[config.mk]
export PLATFORM = sky130hd
export DESIGN_NAME = calc_sequencer
export DESIGN_NICKNAME = d
export VERILOG_FILES = /design/src/rtl/calc_sequencer_pkg.sv /design/src/rtl/calc_sequencer_btn_priority_enc.sv /design/src/rtl/calc_sequencer.sv
export SDC_FILE = /design/constraint.sdc
export NUM_CORES = 1
export LEC_CHECK = 0
export ABC_AREA = 0
export CAP_MARGIN = 20
export CORE_MARGIN = 2
export CORE_UTILIZATION = 25
export DETAILED_ROUTE_END_ITERATION = 16
export SLEW_MARGIN = 5
export SYNTH_ARGS = -nofsm -noshare
export SYNTH_HDL_FRONTEND = slang
export SYNTH_SLANG_ARGS = --single-unit
[constraint.sdc]
create_clock -name clk -period 2.9 [get_ports clk]
set_clock_uncertainty 0.1 [all_clocks]
set_input_delay 0.29 -clock clk [delete_from_list [all_inputs] [get_ports clk]]
set_output_delay 0.29 -clock clk [all_outputs]
set_load 0.02 [all_outputs]
[src/rtl/calc_sequencer_pkg.sv]
// Shared definitions for the calculator operand/operation sequencer.
//   - phase/state encodings (ENTER_A..ERR, visible on the LEDs)
//   - operation codes driven to the arithmetic units
//   - display constant shown while in the error state
package calc_sequencer_pkg;

  typedef enum logic [2:0] {
    ST_ENTER_A = 3'd0,
    ST_ENTER_B = 3'd1,
    ST_START   = 3'd2,
    ST_BUSY    = 3'd3,
    ST_SHOW    = 3'd4,
    ST_ERR     = 3'd5
  } state_t;

  // MSB: fixed(1)/floating(0); LSB: multiply(1)/add(0)
  localparam logic [1:0] OP_FL_ADD = 2'b00;
  localparam logic [1:0] OP_FL_MUL = 2'b01;
  localparam logic [1:0] OP_FI_ADD = 2'b10;
  localparam logic [1:0] OP_FI_MUL = 2'b11;

  localparam logic [15:0] ERR_DISP = 16'hEEEE;

endpackage

[src/rtl/calc_sequencer_btn_priority_enc.sv]
// Button priority encoder.
// Folds the four debounced button pulses into a single "some button" strobe
// and the op code of the winning button. Priority: fim > fia > flm > fla.
// Ports:
//   btn_fla, btn_flm, btn_fia, btn_fim : debounced single-cycle pulses
//   any_btn                            : OR of all four pulses
//   code                               : op code of the highest-priority pulse
module btn_priority_enc
  import calc_sequencer_pkg::*;
(
  input  logic       btn_fla,
  input  logic       btn_flm,
  input  logic       btn_fia,
  input  logic       btn_fim,
  output logic       any_btn,
  output logic [1:0] code
);

  always_comb begin
    any_btn = btn_fla | btn_flm | btn_fia | btn_fim;
    code    = OP_FL_ADD;
    if (btn_fim)      code = OP_FI_MUL;
    else if (btn_fia) code = OP_FI_ADD;
    else if (btn_flm) code = OP_FL_MUL;
  end

endmodule

[src/rtl/calc_sequencer.sv]
// Calculator operand-entry and operation sequencer.
// Captures operand A then operand B from the switches on button presses (the
// button confirming B picks the operation), pulses start for one cycle, waits
// for done with a bounded timeout, then holds the result for display.
// Ports:
//   clk, rst            : clock; asynchronous active-high reset
//   sw                  : switch value, operand source
//   btn_fla/flm/fia/fim : debounced button pulses
//   done, result_in     : handshake and result from the selected arithmetic unit
//   num1, num2, op      : latched operands and operation code
//   start               : one-cycle launch pulse
//   disp                : value for LEDs/seven-segment display (combinational)
//   phase               : current state encoding
//   err                 : timeout flag, high while in the error state
module calc_sequencer
  import calc_sequencer_pkg::*;
#(
  parameter int DATA_W  = 16,
  parameter int TIMEOUT = 255
) (
  input  logic              clk,
  input  logic              rst,
  input  logic [DATA_W-1:0] sw,
  input  logic              btn_fla,
  input  logic              btn_flm,
  input  logic              btn_fia,
  input  logic              btn_fim,
  input  logic              done,
  input  logic [DATA_W-1:0] result_in,
  output logic [DATA_W-1:0] num1,
  output logic [DATA_W-1:0] num2,
  output logic [1:0]        op,
  output logic              start,
  output logic [DATA_W-1:0] disp,
  output logic [2:0]        phase,
  output logic              err
);

  localparam int CNT_W = (TIMEOUT > 1) ? $clog2(TIMEOUT) : 1;
  localparam logic [CNT_W-1:0] CNT_LAST = CNT_W'(TIMEOUT - 1);

  state_t            state;
  logic [DATA_W-1:0] result;
  logic [CNT_W-1:0]  count;
  logic              any_btn;
  logic [1:0]        btn_code;

  btn_priority_enc u_btn_priority_enc (
    .btn_fla (btn_fla),
    .btn_flm (btn_flm),
    .btn_fia (btn_fia),
    .btn_fim (btn_fim),
    .any_btn (any_btn),
    .code    (btn_code)
  );

  always_ff @(posedge clk or posedge rst) begin
    if (rst) begin
      state  <= ST_ENTER_A;
      num1   <= '0;
      num2   <= '0;
      op     <= OP_FL_ADD;
      start  <= 1'b0;
      result <= '0;
      count  <= '0;
      err    <= 1'b0;
    end else begin
      // start is high only for the single cycle spent in START
      start <= 1'b0;
      case (state)
        ST_ENTER_A: begin
          if (any_btn) begin
            num1  <= sw;
            state <= ST_ENTER_B;
          end
        end
        ST_ENTER_B: begin
          if (any_btn) begin
            num2  <= sw;
            op    <= btn_code;
            start <= 1'b1;
            state <= ST_START;
          end
        end
        ST_START: begin
          count <= '0;
          state <= ST_BUSY;
        end
        ST_BUSY: begin
          if (done) begin
            result <= result_in;
            state  <= ST_SHOW;
          end else if (count == CNT_LAST) begin
            err   <= 1'b1;
            state <= ST_ERR;
          end else begin
            count <= count + 1'b1;
          end
        end
        ST_SHOW: begin
          if (any_btn) state <= ST_ENTER_A;
        end
        ST_ERR: begin
          if (any_btn) begin
            err   <= 1'b0;
            state <= ST_ENTER_A;
          end
        end
        default: begin
          // unused encodings 6/7
          err   <= 1'b0;
          state <= ST_ENTER_A;
        end
      endcase
    end
  end

  assign phase = state;

  always_comb begin
    case (state)
      ST_SHOW: disp = result;
      ST_ERR:  disp = DATA_W'(ERR_DISP);
      default: disp = sw;
    endcase
  end

endmodule

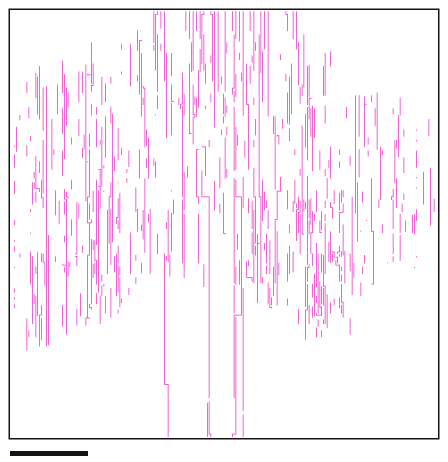
run_1/m2.png
The bar under the picture is 20 microns long.
nets with wire on the layer: 331
share of all routed wire: 46%
wire length on this layer: 3,510 microns
main direction: vertical

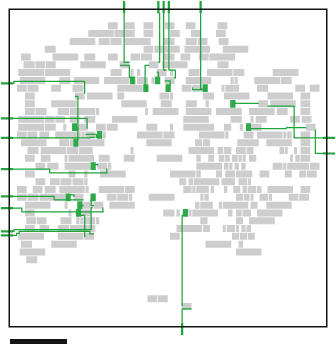
run_1/port_trees.png
The bar under the picture is 20 microns long.
[green] `disp` | bits: 16 | direction: output | edge: 8 left, 5 top, 2 right, 1 bottom | end cells: 16 | buffers: 16 | wire: 554 microns

==> changes_impl.md, run 1 <==
### Implementation results

- Status: completed
- Post-cts resize count: 0
- Antenna violation net count after detailed routing: 0
- Ant. Diodes: 0
- CTS Buf Count: 9
- Area leader share: 0.559
- H-tree depth: 3
- Comb pwr share: 0.474
- Cells after Synth: 239
- Hold buffers post-CTS: 0
- Unique cell types: 32
- Initial core utilization: 0.258
- Comb area: 1160 sq um
- DRT met1 WL: 3.25 mm
- Post-Route Utilization: 0.387
- Area of the core: 10,900 sq um
- Flops: 63
- Cell depth of the worst setup path: 4
- Post-synthesis adder-cell area fraction: 0.00887
- Arrival time worst endpoint: 2120 ps
- Detailed Routing Iterations Pass 1: 4
- GPL Wtd Cong: 0.726
- Top Consumer: combinational logic
- Clock Sinks: 63
- Seq share, synth: 0.559
- Syn nets: 280
- Top cell excl fill/tap: clkdlybuf4s50_1
- Area-dominant class: sequential cells
- Reg-to-reg endpoint: count[7]
- Synthesized cell area: 2820 sq um
- Die Height: 110 microns
- CP Cell Sequence: nand2b_1, buf_4, o21ai_0, clkdlybuf4s50_1
- Vias: 2,144
- Sequential share of cell area: 0.373
- Worst R2R Path Depth: 5
- Setup TNS: 0 ps
- Comb/total area: 0.275
- CP max stage delay: 650 ps
- Synth top cell by count: dfrtp_1
- IO Count: 94
- # port buffers: 93
- Power Total: 5060 uW
- # fillers: 1,075
- Layout cells sized above 1: 0.222
- Area growth, synth to finish: 50.0%
- Type of the worst min-delay path: input pin to asynchronous set/reset pin
- Post-synth top cells: 63 x dfrtp_1, 47 x mux2_2, 24 x nand2_1
- Met2 wire length: 3.51 mm
- CP endpoint: disp[4]
- Synth Area per Inst: 11.8 sq um
- Die Area: 12,200 sq um
- CTS tree: yes
- Crit. End Element: output port
- P_leak: 0.00174 uW
- Initial DRC Count: 76
- Met1 global-route usage: 0.159
- Critical Path RT: 2510 ps
- Slowest CP cell: clkdlybuf4s50_1
- Routed met3 length: 758 microns
- Reg2reg setup slack: 980 ps
- GRT Total Usage: 0.131
- Top layer in use: met4
- Clock power frac: 0.223
- WP buf/inv: 2
- Largest regs: num1: 16 flops, num2: 16 flops, result: 16 flops
- Top delay family on crit path: buffers and inverters
- Worst setup path class: flip-flop to output port
- VDD IR max: 0.590 mV
- Sw Pwr: 1820 uW
- Late-Pin Clk Latency: 320 ps
- Synth top area cells: dfrtp_1 56%, mux2_2 19%, o21ai_0 3.7%
- Number of enable flip-flop cells: 0
- Cycle use final: 0.866
- Flop pwr share: 0.303
- Multi-In Gates: 158
- Final instance area: 4230 sq um
- Clk tree area frac: 0.0754
- Std cell rows: 38
- Ys flop type: dfrtp_1
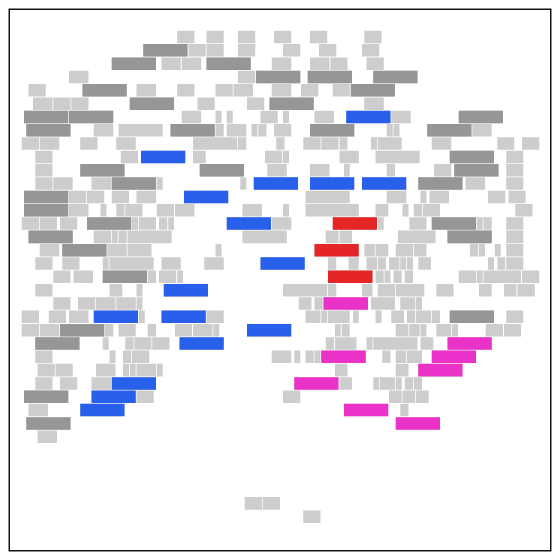
run_1/ff_map.png
Other sequential cells in the stronger grey, the rest of the logic in the fainter grey.
[magenta] `count` | placed flops: 8
[red] `phase` | placed flops: 3
[blue] `result` | placed flops: 16
not coloured: 36

==> run 1 -> run 2 <==
--- a/config.mk
+++ b/config.mk
@@ -6,10 +6,12 @@
 export NUM_CORES = 1
 export LEC_CHECK = 0
 export ABC_AREA = 0
+export ABC_CLOCK_PERIOD_IN_PS = 2900
 export CAP_MARGIN = 20
 export CORE_MARGIN = 2
 export CORE_UTILIZATION = 25
 export DETAILED_ROUTE_END_ITERATION = 16
+export SKIP_LAST_GASP = 1
 export SLEW_MARGIN = 5
 export SYNTH_ARGS = -nofsm -noshare
 export SYNTH_HDL_FRONTEND = slang
==> constraint.sdc (replaced) <==
create_clock -name clk -period 2.9 [get_ports clk]
set_clock_uncertainty 0.1 [all_clocks]
set_input_delay 0.58 -clock clk [delete_from_list [all_inputs] [get_ports clk]]
set_output_delay 0.58 -clock clk [all_outputs]
set_load 0.02 [all_outputs]
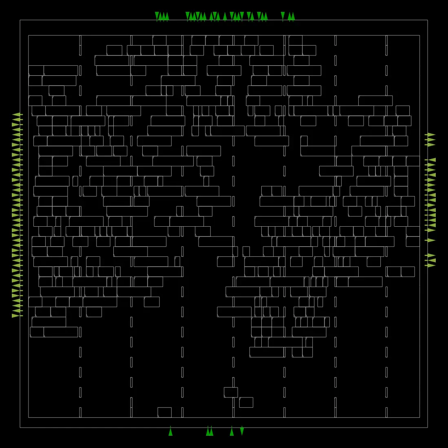
run_2/placed.png
Tap Cells: 140
# fillers: 1,097

==> changes_impl.md, run 2 <==
### Implementation results

- CP Cell Sequence: nand2b_1, buf_4, o21ai_0, clkdlybuf4s50_1
- Worst setup path class: flip-flop to output port
- Area-dominant class: sequential cells
- Sequential share of cell area: 0.370 (-0.00273)
- Layout cells sized above 1: 0.227 (+0.00452)
- Cells after Synth: 239 (unchanged)
- WP buf/inv: 2 (unchanged)
- Comb area: 1160 sq um (unchanged)
- Clock power frac: 0.225 (+0.002)
- Late-Pin Clk Latency: 320 ps (about the same)
- Routed met3 length: 841 microns (+11%)
- Ys flop type: dfrtp_1
- Synthesized cell area: 2820 sq um (unchanged)
- Top cell excl fill/tap: clkdlybuf4s50_1
- Area of the core: 10,900 sq um (unchanged)
- # port buffers: 93 (unchanged)
- Comb/total area: 0.273 (-0.00202)
- Top Layout Cells: 93 x clkdlybuf4s50_1, 63 x dfrtp_1, 47 x mux2_2, 24 x nand2_1
- Largest regs: num1: 16 flops, num2: 16 flops, result: 16 flops
- Reg-to-reg endpoint: count[3]
- Pre-CTS setup slack: 222 ps
- Area growth, synth to finish: 51.1%
- Antenna violation net count after detailed routing: 0 (unchanged)
- GPL Wtd Cong: 0.719 (-0.94%)
- CP endpoint: disp[4]
- Critical Path RT: 2220 ps (-290 ps)
- Synth top cell by count: dfrtp_1
- H-tree depth: 3 (unchanged)
- DRT met1 WL: 3.12 mm (-4.2%)
- Detailed Routing Iterations Pass 1: 4 (unchanged)
- Clk tree area frac: 0.0757 (+0.000327)
- Vias: 2,192 (+2.2%)
- Synth top area cells: dfrtp_1 56%, mux2_2 19%, o21ai_0 3.7%
- Unique cell types: 32 (unchanged)
- Power Total: 5100 uW (+0.77%)
- Setup crit start: phase[1]
- Final instance area: 4260 sq um (+0.74%)
- Slowest CP cell: clkdlybuf4s50_1
- Seq share, synth: 0.559 (unchanged)
- Flop pwr share: 0.294 (-0.009)
- Die Area: 12,200 sq um (unchanged)
- Area leader share: 0.559 (unchanged)
- Worst R2R Path Depth: 5 (unchanged)
- Post-synth top cells: 63 x dfrtp_1, 47 x mux2_2, 24 x nand2_1
- Initial core utilization: 0.258 (unchanged)
- Std cell rows: 38 (unchanged)
- Met1 global-route usage: 0.157 (-0.00155)
- P_leak: 0.00175 uW (+1.1%)
- Setup TNS: 0 ps (unchanged)
- IO Count: 94 (unchanged)
- VDD IR max: 0.512 mV (-13%)
- Post-cts resize count: 0 (unchanged)
- Sw Pwr: 1820 uW (about the same)
- Hold buffers post-CTS: 0 (unchanged)
- Syn nets: 280 (unchanged)
- Met2 wire length: 3.41 mm (-2.9%)
- Status: completed
- Reg2reg setup slack: 990 ps (about the same)
- Post-synthesis adder-cell area fraction: 0.00887 (unchanged)
- Arrival time worst endpoint: 1970 ps (-150 ps)
- Flops: 63 (unchanged)
- CP max stage delay: 650 ps (about the same)
- FMAX: 0.378 GHz
- Cycle use final: 0.913 (+0.0474)
- Die Height: 110 microns (unchanged)
- Max_slew headroom: 0.521
- Number of enable flip-flop cells: 0 (unchanged)
- Cell depth of the worst setup path: 4 (unchanged)
- Comb pwr share: 0.482 (+0.008)
- Top delay family on crit path: buffers and inverters
- Crit. End Element: output port
- Top Consumer: combinational logic
- Clock Sinks: 63 (unchanged)
- Type of the worst min-delay path: flip-flop to flip-flop
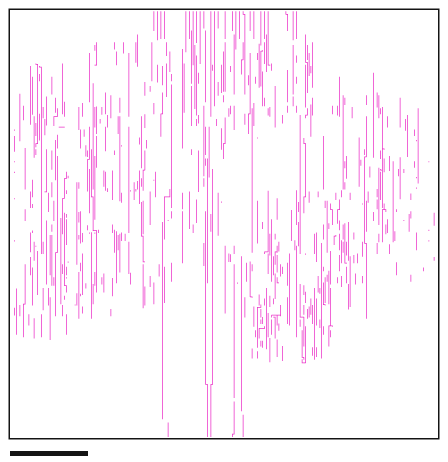
run_2/m2.png
The bar under the picture is 20 microns long.
longest straight run: 55.4 microns
main direction: vertical
nets with wire on the layer: 333

Power and IR drop assume default switching activity.
